## src/rtl/morse_pkg.sv

```systemverilog
// Shared types and timing constants for the Morse key decoder.
// Default timings assume a 50 MHz clock; the SIM_* set keeps simulations short.
package morse_pkg;

  typedef enum logic [1:0] {
    IDLE      = 2'd0,
    PRESS     = 2'd1,
    GAP       = 2'd2,
    WORD_WAIT = 2'd3
  } morse_state_t;

  localparam logic SYM_DOT  = 1'b0;
  localparam logic SYM_DASH = 1'b1;

  localparam int DEF_DEBOUNCE_CYCLES   = 500000;
  localparam int DEF_DASH_MIN_CYCLES   = 10000000;
  localparam int DEF_LETTER_GAP_CYCLES = 30000000;
  localparam int DEF_WORD_GAP_CYCLES   = 70000000;
  localparam int DEF_MAX_SYMBOLS       = 6;

  localparam int SIM_DEBOUNCE_CYCLES   = 4;
  localparam int SIM_DASH_MIN_CYCLES   = 20;
  localparam int SIM_LETTER_GAP_CYCLES = 40;
  localparam int SIM_WORD_GAP_CYCLES   = 100;
  localparam int SIM_MAX_SYMBOLS       = 6;

endpackage

```

## src/rtl/morse_key_decoder_key_debouncer.sv

```systemverilog
// Two-flop synchroniser plus debounce counter for the active-low Morse key.
// level is 1 while the key is (debounced) pressed.
module key_debouncer
  import morse_pkg::*;
#(
  parameter int DEBOUNCE_CYCLES = DEF_DEBOUNCE_CYCLES
) (
  input  logic clk50,
  input  logic rst,
  input  logic key_n,
  output logic level
);

  localparam int CNT_W = $clog2(DEBOUNCE_CYCLES + 1);

  logic             sync1_r;
  logic             sync2_r;
  logic [CNT_W-1:0] cnt_r;
  logic             sample_s;

  assign sample_s = ~sync2_r;

  // Synchroniser flops idle at the released (high) key level.
  always_ff @(posedge clk50 or posedge rst) begin
    if (rst) begin
      sync1_r <= 1'b1;
      sync2_r <= 1'b1;
    end else begin
      sync1_r <= key_n;
      sync2_r <= sync1_r;
    end
  end

  // Level toggles on the DEBOUNCE_CYCLES-th consecutive differing sample.
  always_ff @(posedge clk50 or posedge rst) begin
    if (rst) begin
      cnt_r <= '0;
      level <= 1'b0;
    end else if (sample_s == level) begin
      cnt_r <= '0;
    end else if (cnt_r == CNT_W'(DEBOUNCE_CYCLES - 1)) begin
      cnt_r <= '0;
      level <= ~level;
    end else begin
      cnt_r <= cnt_r + 1'b1;
    end
  end

endmodule

```

## src/rtl/morse_key_decoder.sv

```systemverilog
// Morse key decoder: times debounced presses into dots/dashes, collects a letter
// and emits it on a letter gap; a longer silence emits a single word pulse.
module morse_key_decoder
  import morse_pkg::*;
#(
  parameter int DEBOUNCE_CYCLES   = DEF_DEBOUNCE_CYCLES,
  parameter int DASH_MIN_CYCLES   = DEF_DASH_MIN_CYCLES,
  parameter int LETTER_GAP_CYCLES = DEF_LETTER_GAP_CYCLES,
  parameter int WORD_GAP_CYCLES   = DEF_WORD_GAP_CYCLES,
  parameter int MAX_SYMBOLS       = DEF_MAX_SYMBOLS
) (
  input  logic                               clk50,
  input  logic                               rst,
  input  logic                               key_n,
  output logic                               key_down,
  output logic                               sym_valid,
  output logic [MAX_SYMBOLS-1:0]             sym_bits,
  output logic [$clog2(MAX_SYMBOLS+1)-1:0]   sym_len,
  output logic                               sym_ovf,
  output logic                               word_valid
);

  localparam int PRESS_W = $clog2(DASH_MIN_CYCLES + 1);
  localparam int GAP_W   = $clog2(WORD_GAP_CYCLES + 1);
  localparam int LEN_W   = $clog2(MAX_SYMBOLS + 1);

  morse_state_t           state_r, state_n;
  logic [PRESS_W-1:0]     press_cnt_r, press_n;
  logic [GAP_W-1:0]       gap_cnt_r, gap_n;
  logic [MAX_SYMBOLS-1:0] buf_bits_r, bits_n;
  logic [LEN_W-1:0]       buf_len_r, len_n;
  logic                   buf_ovf_r, ovf_n;
  logic                   level_s;
  logic                   sym_s;
  logic                   emit_s;
  logic                   word_s;

  key_debouncer #(
    .DEBOUNCE_CYCLES(DEBOUNCE_CYCLES)
  ) u_debouncer (
    .clk50 (clk50),
    .rst   (rst),
    .key_n (key_n),
    .level (level_s)
  );

  // The debouncer output is already a flop, so it drives the LED directly.
  assign key_down = level_s;

  // Next-state, counter and letter-buffer logic.
  always_comb begin
    state_n = state_r;
    press_n = press_cnt_r;
    gap_n   = gap_cnt_r;
    bits_n  = buf_bits_r;
    len_n   = buf_len_r;
    ovf_n   = buf_ovf_r;
    emit_s  = 1'b0;
    word_s  = 1'b0;
    sym_s   = (press_cnt_r >= PRESS_W'(DASH_MIN_CYCLES)) ? SYM_DASH : SYM_DOT;

    case (state_r)
      IDLE: begin
        if (level_s) begin
          state_n = PRESS;
          press_n = PRESS_W'(1);
        end else begin
          state_n = IDLE;
          gap_n   = '0;
        end
      end

      PRESS: begin
        if (level_s) begin
          if (press_cnt_r < PRESS_W'(DASH_MIN_CYCLES)) begin
            press_n = press_cnt_r + 1'b1;
          end else begin
            press_n = press_cnt_r;
          end
        end else begin
          // Symbols beyond capacity are dropped but remembered as overflow.
          if (buf_len_r < LEN_W'(MAX_SYMBOLS)) begin
            bits_n = buf_bits_r | (MAX_SYMBOLS'(sym_s) << buf_len_r);
            len_n  = buf_len_r + 1'b1;
          end else begin
            ovf_n  = 1'b1;
          end
          state_n = GAP;
          gap_n   = GAP_W'(1);
          press_n = '0;
        end
      end

      GAP: begin
        if (level_s) begin
          state_n = PRESS;
          press_n = PRESS_W'(1);
          gap_n   = '0;
        end else if (gap_cnt_r == GAP_W'(LETTER_GAP_CYCLES - 1)) begin
          emit_s  = 1'b1;
          bits_n  = '0;
          len_n   = '0;
          ovf_n   = 1'b0;
          state_n = WORD_WAIT;
          gap_n   = gap_cnt_r + 1'b1;
        end else begin
          gap_n   = gap_cnt_r + 1'b1;
        end
      end

      WORD_WAIT: begin
        if (level_s) begin
          state_n = PRESS;
          press_n = PRESS_W'(1);
          gap_n   = '0;
        end else if (gap_cnt_r == GAP_W'(WORD_GAP_CYCLES - 1)) begin
          word_s  = 1'b1;
          state_n = IDLE;
          gap_n   = '0;
        end else if (gap_cnt_r < GAP_W'(WORD_GAP_CYCLES)) begin
          gap_n   = gap_cnt_r + 1'b1;
        end else begin
          gap_n   = gap_cnt_r;
        end
      end

      default: begin
        state_n = IDLE;
        press_n = '0;
        gap_n   = '0;
        bits_n  = '0;
        len_n   = '0;
        ovf_n   = 1'b0;
      end
    endcase
  end

  // State, counters, buffer and registered outputs.
  always_ff @(posedge clk50 or posedge rst) begin
    if (rst) begin
      state_r     <= IDLE;
      press_cnt_r <= '0;
      gap_cnt_r   <= '0;
      buf_bits_r  <= '0;
      buf_len_r   <= '0;
      buf_ovf_r   <= 1'b0;
      sym_valid   <= 1'b0;
      sym_bits    <= '0;
      sym_len     <= '0;
      sym_ovf     <= 1'b0;
      word_valid  <= 1'b0;
    end else begin
      state_r     <= state_n;
      press_cnt_r <= press_n;
      gap_cnt_r   <= gap_n;
      buf_bits_r  <= bits_n;
      buf_len_r   <= len_n;
      buf_ovf_r   <= ovf_n;
      sym_valid   <= emit_s;
      word_valid  <= word_s;
      // Letter outputs hold until the next letter is emitted.
      if (emit_s) begin
        sym_bits <= buf_bits_r;
        sym_len  <= buf_len_r;
        sym_ovf  <= buf_ovf_r;
      end
    end
  end

endmodule

```

## config.mk

```make
export PLATFORM = sky130hd
export DESIGN_NAME = morse_key_decoder
export DESIGN_NICKNAME = d
export VERILOG_FILES = /design/src/rtl/morse_pkg.sv /design/src/rtl/morse_key_decoder_key_debouncer.sv /design/src/rtl/morse_key_decoder.sv
export SDC_FILE = /design/constraint.sdc
export NUM_CORES = 1
export LEC_CHECK = 0
export ABC_AREA = 1
export CORE_ASPECT_RATIO = 1.2
export CORE_UTILIZATION = 43
export CTS_BUF_LIST = sky130_fd_sc_hd__clkbuf_16
export DETAILED_ROUTE_END_ITERATION = 8
export PLACE_DENSITY = 0.59
export SLEW_MARGIN = 30
export SYNTH_ARGS = -nofsm -noshare
export SYNTH_HDL_FRONTEND = slang
export SYNTH_SLANG_ARGS = --single-unit
```

## constraint.sdc

```tcl
create_clock -name clk50 -period 8.1 [get_ports clk50]
set_input_delay 2.43 -clock clk50 [delete_from_list [all_inputs] [get_ports clk50]]
set_output_delay 2.43 -clock clk50 [all_outputs]
set_load 0.01 [all_outputs]
```

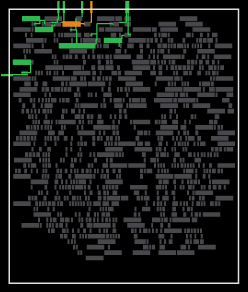
*Nets reached from selected ports*
Scale: 2 px per um.
color	port	direction	edge	end cells	buffers	wire
green	sym_bits	output	5 north, 1 west	6	6	123 um
orange	sym_valid	output	north	1	1	8.60 um

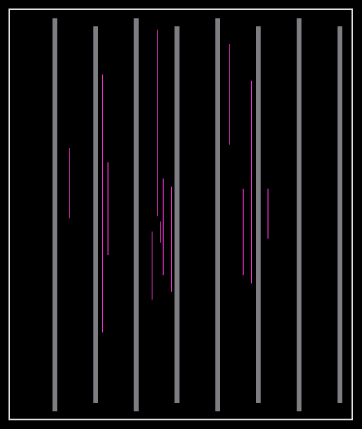
*Met4 routing*
Scale: 3 px per um. Supply wires on this layer in gray.
main direction	vertical
share of all routed wire	2.7%

==> impl_metrics.yaml <==
# yosys + openroad results
run_status:
  outcome: "complete, no violations"
final_timing:
  period_used_pct: 45.5
  setup_slack_ns: 4.41
  fin_crit_ns: 3.69
  worstMarginPinSlew_ns: 0.826
  relSlewSlack_pct: 44.6
  rsz0062_at_grt: "no"
clock_network:
  clk_path_buf_depth: 2
  cts_buffers: 9
  h-tree-depth: 3
  post_cts_buffers: 0
  root_buffer: "clkbuf_16"
  cts-resized-gates: 0
  postCtsHoldBufs: 0
synth:
  yosys.area_share.simple_pct: 39.6
  syn-cell-area_mm2: 0.00646
  ys_area_mm2: 0.00646
  synth-cells-yosys: 924
  netlist_instances: 924
  muxShareOfSynthArea_pct: 0
  top_cell: "nand2_1"
  ys.flops: 97
  synth_warnings: 0
routing:
  wl_mm: 16.4
  wl_met1_mm: 7.76
  antenna_left: 0
  wl_met3_um: 478
  dr.pass1.iters: 6
placement:
  placed_cell_area_mm2: 0.00673
  placed_cells: 1120
  gp_congestion: 0.884
  hpwl_mm: 11.6
hold_path:
  min_path_type: "reg2reg"
final_layout:
  final_cells: 1136
  fin_area_mm2: 0.00702
  n_fill_cell: 1535
  largest_reg_flops: 27
  mostFrequentLayoutCell: "nand2_1"
  antenna_cells: 0
  reg_top3: "gap_cnt_r x27, press_cnt_r x24, u_debouncer.cnt_r x19"
job:
  drv_cap: 0
critical_path:
  setup.worst_path.class: "reg2out"
  reg2reg_to: "gap_cnt_r[10]$_DFFE_PP0P_"
  reg2reg_depth: 10
  cp-end-kind: "primary output"
  crit_chain: "clkdlybuf4s50_1"
  required_ns: 5.67
  crit_start: "sym_bits[2]$_DFFE_PP0P_"
global_route:
  grt_usage_pct: 23.2
  grt_use_met2_pct: 38.5
  grt_pass1_vias: 5781
  overflow: 0
  antenna_found_initial: 0
power:
  cellInternalPower_w: 0.000703
  powerClk_w: 0.000425
  power_leader: "registers"
  p_per_area_mw_per_mm2: 132
  peakVddDrop_v: 0.0000702
  pg_seq_w: 0.000488
  combPwrFrac_pct: 1.7
  switching_power_w: 0.000225
floorplan:
  io_pins: 16
  die_area_mm2: 0.0155
  tapCellCount: 200
Power and IR drop assume default switching activity.
